Run 1, cells coloured by class:
Bar = 50 µm.
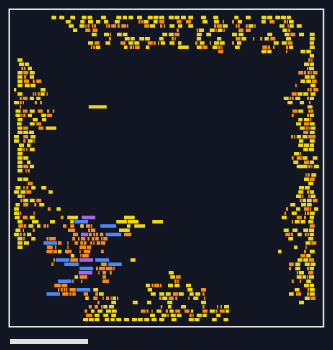
Run 1, M2 wires:
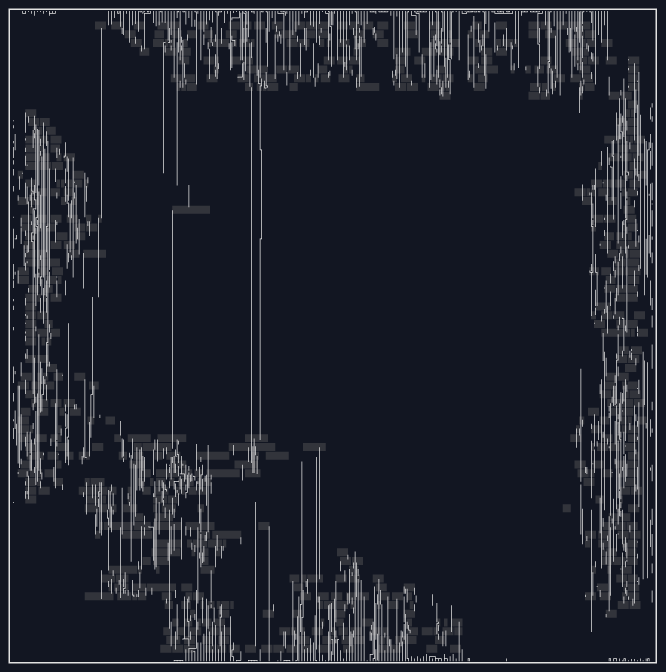
Run 1, gate-type map:
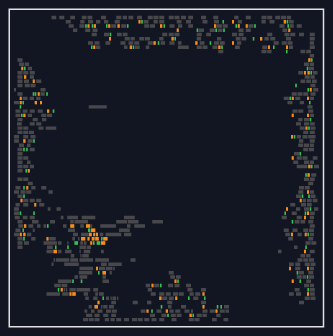
## src/rtl/tlul_rr_arbiter.sv

```systemverilog
// N-master to 1-slave TL-UL arbiter: round-robin A-channel grant, per-master outstanding limit,
// source-indexed D routing. Define TLUL_ARB_GNT_CNT_EN to add per-master grant counters (grant_cnt).
module tlul_rr_arbiter #(
    parameter int NUM_MASTERS     = 3,
    parameter int OPCODE_WIDTH    = 3,
    parameter int PARAM_WIDTH     = 3,
    parameter int SIZE_WIDTH      = 3,
    parameter int SRC_WIDTH       = 2,
    parameter int SINK_WIDTH      = 1,
    parameter int ADDR_WIDTH      = 32,
    parameter int DATA_WIDTH      = 32,
    parameter int MAX_OUTSTANDING = 2,
    parameter int MASK_WIDTH      = DATA_WIDTH / 8
) (
    input  logic                                clk_100,
    input  logic                                reset,
    input  logic [NUM_MASTERS-1:0]              master_a_valid,
    output logic [NUM_MASTERS-1:0]              master_a_ready,
    input  logic [NUM_MASTERS*OPCODE_WIDTH-1:0] master_a_opcode,
    input  logic [NUM_MASTERS*PARAM_WIDTH-1:0]  master_a_param,
    input  logic [NUM_MASTERS*SIZE_WIDTH-1:0]   master_a_size,
    input  logic [NUM_MASTERS*SRC_WIDTH-1:0]    master_a_source,
    input  logic [NUM_MASTERS*ADDR_WIDTH-1:0]   master_a_address,
    input  logic [NUM_MASTERS*MASK_WIDTH-1:0]   master_a_mask,
    input  logic [NUM_MASTERS*DATA_WIDTH-1:0]   master_a_data,
    output logic [NUM_MASTERS-1:0]              master_d_valid,
    input  logic [NUM_MASTERS-1:0]              master_d_ready,
    output logic [NUM_MASTERS*OPCODE_WIDTH-1:0] master_d_opcode,
    output logic [NUM_MASTERS*PARAM_WIDTH-1:0]  master_d_param,
    output logic [NUM_MASTERS*SIZE_WIDTH-1:0]   master_d_size,
    output logic [NUM_MASTERS*SRC_WIDTH-1:0]    master_d_source,
    output logic [NUM_MASTERS*SINK_WIDTH-1:0]   master_d_sink,
    output logic [NUM_MASTERS*DATA_WIDTH-1:0]   master_d_data,
    output logic [NUM_MASTERS-1:0]              master_d_error,
    output logic                                slave_a_valid,
    input  logic                                slave_a_ready,
    output logic [OPCODE_WIDTH-1:0]             slave_a_opcode,
    output logic [PARAM_WIDTH-1:0]              slave_a_param,
    output logic [SIZE_WIDTH-1:0]               slave_a_size,
    output logic [SRC_WIDTH-1:0]                slave_a_source,
    output logic [ADDR_WIDTH-1:0]               slave_a_address,
    output logic [MASK_WIDTH-1:0]               slave_a_mask,
    output logic [DATA_WIDTH-1:0]               slave_a_data,
    input  logic                                slave_d_valid,
    output logic                                slave_d_ready,
    input  logic [OPCODE_WIDTH-1:0]             slave_d_opcode,
    input  logic [PARAM_WIDTH-1:0]              slave_d_param,
    input  logic [SIZE_WIDTH-1:0]               slave_d_size,
    input  logic [SRC_WIDTH-1:0]                slave_d_source,
    input  logic [SINK_WIDTH-1:0]               slave_d_sink,
    input  logic [DATA_WIDTH-1:0]               slave_d_data,
    input  logic                                slave_d_error,
    output logic                                route_err
`ifdef TLUL_ARB_GNT_CNT_EN
    ,
    output logic [NUM_MASTERS*16-1:0]           grant_cnt
`endif
);

    localparam int CW = $clog2(MAX_OUTSTANDING + 1);
    localparam logic [SRC_WIDTH:0] NUM_M_EXT = (SRC_WIDTH + 1)'(NUM_MASTERS);

    typedef enum logic [0:0] {ST_IDLE = 1'b0, ST_GRANT = 1'b1} state_e;

    state_e                 state_q, state_d;
    logic [SRC_WIDTH-1:0]   grant_q, grant_d;
    logic [SRC_WIDTH-1:0]   last_q, last_d;
    logic [CW-1:0]          out_cnt_q [NUM_MASTERS];
    logic [CW-1:0]          out_cnt_d [NUM_MASTERS];
    logic                   route_err_q, route_err_d;

    logic [NUM_MASTERS-1:0] eligible_s;
    logic [NUM_MASTERS-1:0] gsel_s;
    logic [NUM_MASTERS-1:0] d_sel_s;
    logic [NUM_MASTERS-1:0] d_dec_s;
    logic [SRC_WIDTH-1:0]   pick_idx_s;
    logic                   pick_found_s;
    logic                   sel_valid_s;
    logic                   a_hs_s;
    logic                   d_idx_ok_s;
    logic                   unused_src_s;

    // The requester's own source id is replaced by its port index.
    assign unused_src_s = ^master_a_source;

    // Eligibility: requesting and below the in-flight limit.
    always_comb begin
        eligible_s = '0;
        for (int i = 0; i < NUM_MASTERS; i++) begin
            eligible_s[i] = master_a_valid[i] && (out_cnt_q[i] < CW'(MAX_OUTSTANDING));
        end
    end

    // Round-robin pick: first eligible index after the last granted one, with wrap.
    always_comb begin
        pick_found_s = 1'b0;
        pick_idx_s   = '0;
        for (int k = 1; k <= NUM_MASTERS; k++) begin
            for (int j = 0; j < NUM_MASTERS; j++) begin
                pick_idx_s   = (!pick_found_s && eligible_s[j] && (((int'(last_q) + k) % NUM_MASTERS) == j))
                               ? SRC_WIDTH'(j) : pick_idx_s;
                pick_found_s = pick_found_s |
                               (eligible_s[j] && (((int'(last_q) + k) % NUM_MASTERS) == j));
            end
        end
    end

    // A-channel mux from the granted master; grant is one-hot so OR-reduction selects it.
    always_comb begin
        gsel_s          = '0;
        sel_valid_s     = 1'b0;
        slave_a_opcode  = '0;
        slave_a_param   = '0;
        slave_a_size    = '0;
        slave_a_address = '0;
        slave_a_mask    = '0;
        slave_a_data    = '0;
        for (int i = 0; i < NUM_MASTERS; i++) begin
            gsel_s[i]       = (grant_q == SRC_WIDTH'(i));
            sel_valid_s     = sel_valid_s | (gsel_s[i] & master_a_valid[i]);
            slave_a_opcode  = slave_a_opcode  | ({OPCODE_WIDTH{gsel_s[i]}} & master_a_opcode[i*OPCODE_WIDTH +: OPCODE_WIDTH]);
            slave_a_param   = slave_a_param   | ({PARAM_WIDTH{gsel_s[i]}}  & master_a_param[i*PARAM_WIDTH +: PARAM_WIDTH]);
            slave_a_size    = slave_a_size    | ({SIZE_WIDTH{gsel_s[i]}}   & master_a_size[i*SIZE_WIDTH +: SIZE_WIDTH]);
            slave_a_address = slave_a_address | ({ADDR_WIDTH{gsel_s[i]}}   & master_a_address[i*ADDR_WIDTH +: ADDR_WIDTH]);
            slave_a_mask    = slave_a_mask    | ({MASK_WIDTH{gsel_s[i]}}   & master_a_mask[i*MASK_WIDTH +: MASK_WIDTH]);
            slave_a_data    = slave_a_data    | ({DATA_WIDTH{gsel_s[i]}}   & master_a_data[i*DATA_WIDTH +: DATA_WIDTH]);
        end
        slave_a_source = grant_q;
        slave_a_valid  = (state_q == ST_GRANT) && sel_valid_s;
        master_a_ready = gsel_s & {NUM_MASTERS{(state_q == ST_GRANT) && slave_a_ready}};
        a_hs_s         = slave_a_valid && slave_a_ready;
    end

    // D routing by source; out-of-range sources are acknowledged and dropped.
    always_comb begin
        d_sel_s    = '0;
        d_idx_ok_s = ({1'b0, slave_d_source} < NUM_M_EXT);
        for (int i = 0; i < NUM_MASTERS; i++) begin
            d_sel_s[i] = d_idx_ok_s && (slave_d_source == SRC_WIDTH'(i));
        end
        master_d_valid = d_sel_s & {NUM_MASTERS{slave_d_valid}};
        slave_d_ready  = d_idx_ok_s ? |(d_sel_s & master_d_ready) : 1'b1;
        d_dec_s        = d_sel_s & {NUM_MASTERS{slave_d_valid && slave_d_ready}};
    end

    assign master_d_opcode = {NUM_MASTERS{slave_d_opcode}};
    assign master_d_param  = {NUM_MASTERS{slave_d_param}};
    assign master_d_size   = {NUM_MASTERS{slave_d_size}};
    assign master_d_source = {NUM_MASTERS{slave_d_source}};
    assign master_d_sink   = {NUM_MASTERS{slave_d_sink}};
    assign master_d_data   = {NUM_MASTERS{slave_d_data}};
    assign master_d_error  = {NUM_MASTERS{slave_d_error}};
    assign route_err       = route_err_q;

    // Arbitration FSM next state; grant stays put until its handshake completes.
    always_comb begin
        state_d = state_q;
        grant_d = grant_q;
        last_d  = last_q;
        case (state_q)
            ST_IDLE: begin
                if (pick_found_s) begin
                    state_d = ST_GRANT;
                    grant_d = pick_idx_s;
                end else begin
                    state_d = ST_IDLE;
                end
            end
            ST_GRANT: begin
                if (a_hs_s) begin
                    state_d = ST_IDLE;
                    last_d  = grant_q;
                end else begin
                    state_d = ST_GRANT;
                end
            end
            default: state_d = ST_IDLE;
        endcase
    end

    // Outstanding counters: A handshake adds, D handshake removes, both cancel, floor at zero.
    always_comb begin
        route_err_d = route_err_q | (slave_d_valid && !d_idx_ok_s);
        for (int i = 0; i < NUM_MASTERS; i++) begin
            case ({a_hs_s && gsel_s[i], d_dec_s[i]})
                2'b10:   out_cnt_d[i] = out_cnt_q[i] + CW'(1);
                2'b01:   out_cnt_d[i] = (out_cnt_q[i] == '0) ? '0 : out_cnt_q[i] - CW'(1);
                default: out_cnt_d[i] = out_cnt_q[i];
            endcase
        end
    end

    // State registers.
    always_ff @(posedge clk_100 or posedge reset) begin
        if (reset) begin
            state_q     <= ST_IDLE;
            grant_q     <= '0;
            last_q      <= SRC_WIDTH'(NUM_MASTERS - 1);
            route_err_q <= 1'b0;
            for (int i = 0; i < NUM_MASTERS; i++) begin
                out_cnt_q[i] <= '0;
            end
        end else begin
            state_q     <= state_d;
            grant_q     <= grant_d;
            last_q      <= last_d;
            route_err_q <= route_err_d;
            for (int i = 0; i < NUM_MASTERS; i++) begin
                out_cnt_q[i] <= out_cnt_d[i];
            end
        end
    end

`ifdef TLUL_ARB_GNT_CNT_EN
    logic [15:0] gnt_cnt_q [NUM_MASTERS];
    logic [15:0] gnt_cnt_d [NUM_MASTERS];

    // Per-master accepted-request counters, free-running with natural wrap.
    always_comb begin
        grant_cnt = '0;
        for (int i = 0; i < NUM_MASTERS; i++) begin
            gnt_cnt_d[i]          = gnt_cnt_q[i] + 16'(a_hs_s && gsel_s[i]);
            grant_cnt[i*16 +: 16] = gnt_cnt_q[i];
        end
    end

    // Grant counter registers.
    always_ff @(posedge clk_100 or posedge reset) begin
        if (reset) begin
            for (int i = 0; i < NUM_MASTERS; i++) begin
                gnt_cnt_q[i] <= 16'h0000;
            end
        end else begin
            for (int i = 0; i < NUM_MASTERS; i++) begin
                gnt_cnt_q[i] <= gnt_cnt_d[i];
            end
        end
    end
`endif

endmodule
```

## config.mk

```make
export PLATFORM = sky130hd
export DESIGN_NAME = tlul_rr_arbiter
export DESIGN_NICKNAME = d
export VERILOG_FILES = /design/src/rtl/tlul_rr_arbiter.sv
export SDC_FILE = /design/constraint.sdc
export NUM_CORES = 1
export LEC_CHECK = 0
export CAP_MARGIN = 15
export CORE_AREA = 2 2 198 200
export DETAILED_ROUTE_END_ITERATION = 12
export DIE_AREA = 0 0 200 202
export PLACE_DENSITY = 0.44
export SYNTH_ARGS = -nofsm -noshare
export SYNTH_HDL_FRONTEND = slang
export SYNTH_SLANG_ARGS = --single-unit
```

## constraint.sdc

```tcl
create_clock -name clk_100 -period 2.3 [get_ports clk_100]
set_input_delay 0.46 -clock clk_100 [delete_from_list [all_inputs] [get_ports clk_100]]
set_output_delay 0.46 -clock clk_100 [all_outputs]
set_load 0.01 [all_outputs]
```

==> results.py, run 1 <==
# Physical implementation metrics
metrics = {
    "worst_setup_path": {
        "cp_num_buf_inv": 3,
        "r2r-start": "slave_a_source[0]",
        "cpMaxStageDelayCell": "dfrtp_4",
        "path_delay_family": "buffers and inverters",
        "critical_path.cell_chain": "nor2b_4, buf_12, bufbuf_16, nand2_1, o21ai_1, dlygate4sd2_1",
        "end_kind": "primary output",
        "critPathRequiredTime_ns": 1.84,
        "slowest_delay_ns": 0.51,
        "critPathKind": "flip-flop to primary output",
        "path_max_fanout": 21,
        "startpoint": "slave_a_source[0]",
    },
    "final_timing": {
        "fmax_ghz": 0.446,
        "setup_viol": 0,
        "final_max_slew_viol_count": 0,
        "slew-limit-headroom_pct": 63.7,
        "worstMarginPinSlew_ns": 0.544,
        "fin_crit_ns": 2.24,
        "rsz0062_at_grt": "no",
        "timing.final.crit_share_pct": 97.4,
        "whs_ns": 0.464,
        "hold_violations": 0,
        "finalWorstSetupSlack_ns": 0.0595,
        "finClkSkew_ns": 0.00282,
    },
    "power_and_ir_drop": {
        "power_switching_w": 0.00272,
        "combPwrFrac_pct": 86.2,
        "intPower_w": 0.00322,
        "clkPwrFrac_pct": 6.3,
        "p_leak_nw": 2.76,
        "seqPwrFrac_pct": 7.5,
        "powerDensity_mw_per_mm2": 873,
        "ir_drop_v": 0.000467,
    },
    "final_layout": {
        "fin_util_pct": 17.8,
        "lay_top_cells": "252 x clkdlybuf4s50_1, 87 x nand2_1, 79 x o21ai_1, 77 x mux2i_1, 68 x dlygate4sd2_1",
        "syn2layout_area_growth_pct": 93.2,
        "fillers": 4366,
        "nets": 1009,
        "antennaDiodeCount": 0,
        "drive_above_1_share_pct": 7.39,
    },
    "clocking": {
        "hold_buffers": 0,
        "path_clk_slew_ns": 0.05,
        "h-tree-depth": 1,
        "cts_tree": "yes",
        "cts_inserted_buffers": 3,
        "clockRootBuffer": "clkbuf_16",
        "cts.sinks": 12,
        "cts_max_path_buffers": 2,
        "clkLatencyLatePin_ns": 0.25,
    },
    "placement": {
        "pre_cts_slack_ns": -0.173,
        "dp_hpwl_um": 13600,
        "gp_congestion": 0.711,
        "placed_cell_area_mm2": 0.00669,
        "port_buffers": 336,
    },
    "grt": {
        "grt_pass1_wl_um": 23000,
        "grt_max_degree": 45,
        "antenna_found_initial": 0,
        "grt_pass1_vias": 4145,
    },
    "run": {
        "warning_count": 37,
        "drv_cap": 0,
    },
    "floorplanning": {
        "dieWidth_um": 200,
        "die-area_mm2": 0.0404,
        "row_count": 72,
        "die_h_um": 202,
        "ioPinCount": 515,
        "fp_util_pct": 9.21,
        "core-area_mm2": 0.0383,
    },
    "status": {
        "status": "completed",
    },
    "synthesis": {
        "ys_ff": 12,
        "yosys_most_used_dff": "dfrtp_1",
        "netlist_instances": 496,
        "fp_nets": 800,
        "synth_async_sr_flop_share_pct": 100,
        "ys_chip_area_mm2": 0.00353,
        "synth_stat.cells": 496,
        "yosysWarnings": 0,
        "seq_area_frac_synth_pct": 8.55,
        "yosysUniqueCellTypes": 33,
        "edf_count": 0,
    },
    "route": {
        "drt-vias-per-instance": 3.31,
        "via_count": 4044,
        "first_pass_iters": 4,
        "first_iter_violations": 121,
        "route.detailed.drc": 0,
        "ant_nets": 0,
        "avgRoutedWirePerCell_um": 13.5,
    },
}
## Picture notes: 'cells coloured by class'
blue -> flip-flops  # cells 12, share of their area 5.0%
orange -> all other logic  # cells 320, share of their area 34%
yellow -> other buffers and delay cells  # cells 368, share of their area 59%
purple -> clock drivers and dummy loads  # cells 4, share of their area 1.4%

## Picture notes: 'M2 wires'
wire length on this layer = 7,810 µm
longest straight run = 116 µm

## Picture notes: 'gate-type map'
orange -> inverting AOI/OAI gates  # cells 99, where all over the die
green -> NAND gates  # cells 90, where all over the die
fin cells: 1,222
logic share of the area: 30.4%
most frequent logic cell in the layout: clkdlybuf4s50_1

## run 1: worst register-to-register path: stages (launching register included)
cell	delay (ns)
dfrtp_4	0.51
buf_12	0.18
mux2i_1	0.12
o2bb2ai_1	0.18
and3_2	0.26
nand2_1	0.08
ha_1	0.34
mux2_2	0.34
## run 1: power groups by stage
stage	registers [W]	logic [W]	clock network [W]
finish	0.000446	0.00513	0.000373
global route	0.000464	0.00559	0.000389
CTS	0.000446	0.00516	0.000378
detailed placement	0.000449	0.00551	0
global placement	0.000445	0.00552	0
floorplan	0.000386	0.00278	0
## run 1: final timing paths
path	end	slack [ns]	cells past startpoint
max	slave_a_data[28]	0.06	6
min	route_err	0.46	1
max reg2reg	out_cnt_q[3]	0.16	7
min reg2reg	route_err	0.46	1
max in group asynchronous	slave_a_source[1]	1.32	2
min in group asynchronous	out_cnt_q[5]	0.58	2
## run 1: stage by stage
stage	instances	setup TNS, ns
after floorplan	496	0
after global placement	1209	-0.909
after detailed placement	1209	-1.02
after CTS	1216	0
after global routing	1222	0
final	1222	0
## run 1: state kept, by name, summed over array words and instances, names as in the netlist
signal	count
route_err	1
out_cnt_q	6
last_q	2
state_q	1
slave_a_source	2
## run 1: metal layers
metal	wire (µm)	vias up	track usage [%]
li1	-	1962	-
met4	415	0	1.93
met3	1910	31	2.67
met1	6340	1792	7.96
met2	7810	259	13.2
met5	0	-	0
## run 1: cells in the mapped netlist, types with 3 or more instances
master	number	area, µm²
o21ai_0	3	15.0
inv_1	8	30.0
mux2_2	3	33.8
buf_4	135	1010
a21oi_1	4	20.0
mux2i_1	78	781
nor3_1	3	15.0
dfrtp_1	11	275
nor3b_1	4	30.0
nor2_1	4	15.0
and2_1	4	25.0
ha_1	12	150
o21ai_1	79	395
nor2b_1	7	43.8
buf_2	13	65.1
a211oi_1	4	30.0
clkbuf_1	15	56.3
nand2_1	87	327
## run 1: what timing repair did
item,4_1_cts,5_1_grt
setup endpoints to repair,85,21
setup buffers,2,6
gates resized,86,20
cloned,1,0
## run 1: area by class of cell
cell class | instances | area (µm²) | area share (%)
multi-input cells | 312 | 2070 | 30.4
well taps | 518 | 648 | 9.52
clock buffers | 4 | 88.8 | 1.30
inverters | 8 | 30.0 | 0.441
flip-flops and latches | 12 | 309 | 4.54
repair buffers | 368 | 3660 | 53.8
## run 1: kinds of logic after synthesis
kind of cell	Yosys count	synth area share (%)
and+or+nand+nor	117	14.5
AOI/OAI and AO/OA	100	15.4
buffers and inverters	172	33.4
muxes	83	24.0
adders and majority gates	12	4.26
DFF	12	8.55
Run 1, clock network drawn from the DEF:
Bar = 50 µm.
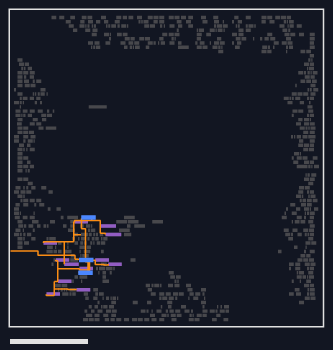

==> run 2: changes to the inputs <==
--- a/config.mk
+++ b/config.mk
@@ -6,10 +6,13 @@
 export NUM_CORES = 1
 export LEC_CHECK = 0
 export CAP_MARGIN = 15
-export CORE_AREA = 2 2 198 200
+export CELL_PAD_IN_SITES_DETAIL_PLACEMENT = 0
+export CELL_PAD_IN_SITES_GLOBAL_PLACEMENT = 1
+export CORE_AREA = 2 2 199 201
 export DETAILED_ROUTE_END_ITERATION = 12
-export DIE_AREA = 0 0 200 202
-export PLACE_DENSITY = 0.44
+export DIE_AREA = 0 0 201 203
+export PLACE_DENSITY = 0.63
+export SKIP_LAST_GASP = 1
 export SYNTH_ARGS = -nofsm -noshare
 export SYNTH_HDL_FRONTEND = slang
 export SYNTH_SLANG_ARGS = --single-unit
Run 2, clock network drawn from the DEF:
Bar = 50 µm.
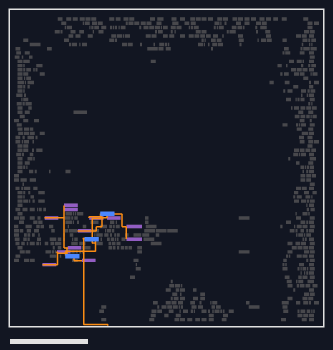
orange -> clock wires  # length 279 µm
purple -> flip-flops  # count 12
blue -> cells driving clock nets  # count 3
routed clock nets = 4

==> results.py, run 2 <==
# Physical implementation metrics
metrics = {
    "status": {
        "status": "finished, violations left",
        "violations": "setup timing",
    },
    "synthesis": {
        "edf_count": 0,
        "logic_family": "buffers and inverters",
        "top_cells_by_area": "buf_4 29%, mux2i_1 22%, o21ai_1 11%, nand2_1 9.3%, dfrtp_1 7.8%",
        "fp_nets": 800,
        "ys_chip_area_mm2": 0.00353,
        "xor_area_share_pct": 0,
        "mux_share_pct": 24.0,
        "synth_stat.cells": 496,
        "aoi_share_pct": 15.4,
        "seq_area_frac_synth_pct": 8.55,
        "simple_gate_share_pct": 14.5,
        "synth_area_per_cell_um2": 7.11,
        "netlist_instances": 496,
        "top_cell_area_share_pct": 28.7,
        "yosys_most_used_dff": "dfrtp_1",
        "yosysTopAreaCell": "buf_4",
        "yosysUniqueCellTypes": 33,
        "synth_area_mm2": 0.00353,
        "yosysWarnings": 0,
        "top_cell": "buf_4",
        "ys_ff": 12,
        "ys_sh_adder_pct": 4.26,
        "common_cells": "135 x buf_4, 87 x nand2_1, 79 x o21ai_1",
        "synth_async_sr_flop_share_pct": 100,
    },
    "route": {
        "via_count": 4159,
        "ant_nets": 0,
        "avgRoutedWirePerCell_um": 14.4,
        "first_pass_iters": 5,
        "first_iter_violations": 127,
        "routed_wl_um": 17700,
        "drt-vias-per-instance": 3.38,
        "route.detailed.drc": 0,
    },
    "floorplanning": {
        "dieWidth_um": 201,
        "core-area_mm2": 0.0385,
        "die_h_um": 203,
        "ioPinCount": 515,
        "fp_util_pct": 9.17,
        "row_count": 72,
        "die-area_mm2": 0.0408,
    },
    "final_timing": {
        "finClkSkew_ns": 0.00287,
        "slew-limit-headroom_pct": 65.5,
        "rsz0062_at_grt": "yes",
        "fmax_ghz": 0.399,
        "worstMarginPinSlew_ns": 0.517,
        "final_max_slew_viol_count": 0,
        "setup_viol": 39,
        "hold_violations": 0,
        "fin_crit_ns": 2.50,
        "finalWorstSetupSlack_ns": -0.204,
        "timing.final.crit_share_pct": 109,
    },
    "clocking": {
        "cts_max_path_buffers": 2,
        "hold_buffers": 0,
        "clkLatencyLatePin_ns": 0.24,
        "cts.sinks": 12,
        "clockRootBuffer": "clkbuf_16",
        "path_clk_slew_ns": 0.05,
        "h-tree-depth": 1,
        "cts_tree": "yes",
        "cts_inserted_buffers": 3,
    },
    "final_layout": {
        "seq_area_um2": 309,
        "lay_top_cells": "291 x clkdlybuf4s50_1, 87 x nand2_1, 79 x o21ai_1, 77 x mux2i_1, 31 x buf_4",
        "logic_area_mm2": 0.00207,
        "drive_above_1_share_pct": 8.71,
        "nets": 1017,
        "fin_util_pct": 18.2,
        "antennaDiodeCount": 0,
        "fillers": 4339,
        "largest_reg_flops": 6,
        "syn2layout_area_growth_pct": 98.3,
        "regMostFlops": "out_cnt_q",
        "layout_top_cell": "clkdlybuf4s50_1",
    },
    "power_and_ir_drop": {
        "p_leak_nw": 2.92,
        "power.total_w": 0.00642,
        "ir_drop_v": 0.000527,
        "powerDensity_mw_per_mm2": 918,
    },
    "worst_setup_path": {
        "end_kind": "primary output",
        "r2r.worst_path.cells": 7,
        "critical_path.startpoint_type": "flip-flop",
        "critPathRequiredTime_ns": 1.84,
        "critPathKind": "flip-flop to primary output",
        "path_max_fanout": 19,
        "arrival_ns": 2.04,
    },
    "grt": {
        "antenna_found_initial": 1,
        "grt_usage_pct": 7.87,
        "grt_pass1_wl_um": 25100,
        "grt_overflow_total": 0,
        "grt_pass1_vias": 4354,
        "grt_max_degree": 44,
    },
    "worst_hold_path": {
        "hp-class": "flip-flop to flip-flop",
        "min_path_cells": 1,
    },
    "placement": {
        "dp_hpwl_um": 14700,
        "gp_congestion": 0.820,
        "port_buffers": 336,
    },
    "run": {
        "warning_count": 39,
        "drv_cap": 0,
    },
}
Run 2, M2 wires:
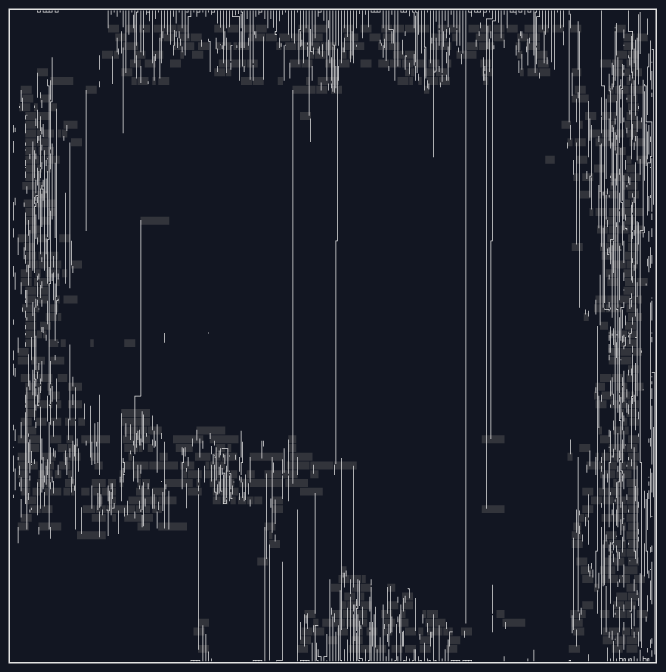
share of all routed wire = 49%
wire length on this layer = 8,730 µm
nets with wire on the layer = 854

[run 2: cell counts after synthesis]
Identical to the previous run, type by type.
[run 2: worst max-delay path: stages, from the launching register on]
cell	delay [ns]
dfrtp_4	0.52
nor2b_4	0.18
buf_4	0.14
buf_12	0.15
nand2_1	0.13
o21ai_1	0.10
clkdlybuf4s50_1	0.55
[run 2: stage by stage]
step / hold WS, ns / instance area, µm² / std cells / worst slack, ns / TNS, ns
2_1_floorplan: 0.324 / 3530 / 496 / 0.369 / 0
3_3_place_gp: 0.474 / 6760 / 1218 / -0.235 / -1.45
3_5_place_dp: 0.466 / 6760 / 1218 / -0.256 / -1.70
4_1_cts: 0.493 / 6880 / 1226 / -0.230 / -9.34
5_1_grt: 0.526 / 6990 / 1230 / -0.276 / -8.42
6_report: 0.493 / 6990 / 1230 / -0.204 / -4.65
[run 2: kinds of logic (layout without fill, tap and decap cells)]
kind of cell / count (synthesis) / in the layout
buffers and inverters: 172 / 388
muxes: 83 / 83
DFF: 12 / 12
AOI/OAI and AO/OA: 100 / 100
adders and majority gates: 12 / 12
and+or+nand+nor: 117 / 117
[run 2: repair_timing]
item / in CTS / in global routing
endpoints found under the setup margin: 83 / 65
setup buffers: 4 / 3
resized: 23 / 24
gates cloned: 0 / 1
pin swaps: 0 / 1
[run 2: where the power goes]
part | leakage, nW | switching [W] | internal, W | total, W
combinational | 2.74 | 0.00258 | 0.00302 | 0.00560
clock | 0.0442 | 0.0000993 | 0.000263 | 0.000362
sequential | 0.133 | 0.000130 | 0.000325 | 0.000454
[run 2: final timing paths]
kind	startpoint	to	slack, ns
setup / recovery	slave_a_source[0]	slave_a_data[29]	-0.20
setup reg to reg	slave_a_source[0]	out_cnt_q[3]	0.18
min in group asynchronous	reset	out_cnt_q[1]	0.56
max in group asynchronous	reset	slave_a_source[1]	1.36
hold reg to reg	route_err	route_err	0.49
hold / removal	route_err	route_err	0.49
[run 2: per-layer routing]
layer	vias up	track usage, %	part of all wire [%]
met5	-	0	0
met4	0	2.14	2.0
met3	26	3.11	12
met2	358	14.1	49
met1	1800	8.55	37
li1	1975	-	-
[run 2: layout make-up]
cell class,instances,area share (%)
tap,518,9.27
multi-input combinational,312,29.7
timing repair buffer,376,54.9
inverter,8,0.429
sequential,12,4.42
clock buffer,4,1.27
Power is estimated from default activity; no workload was simulated.
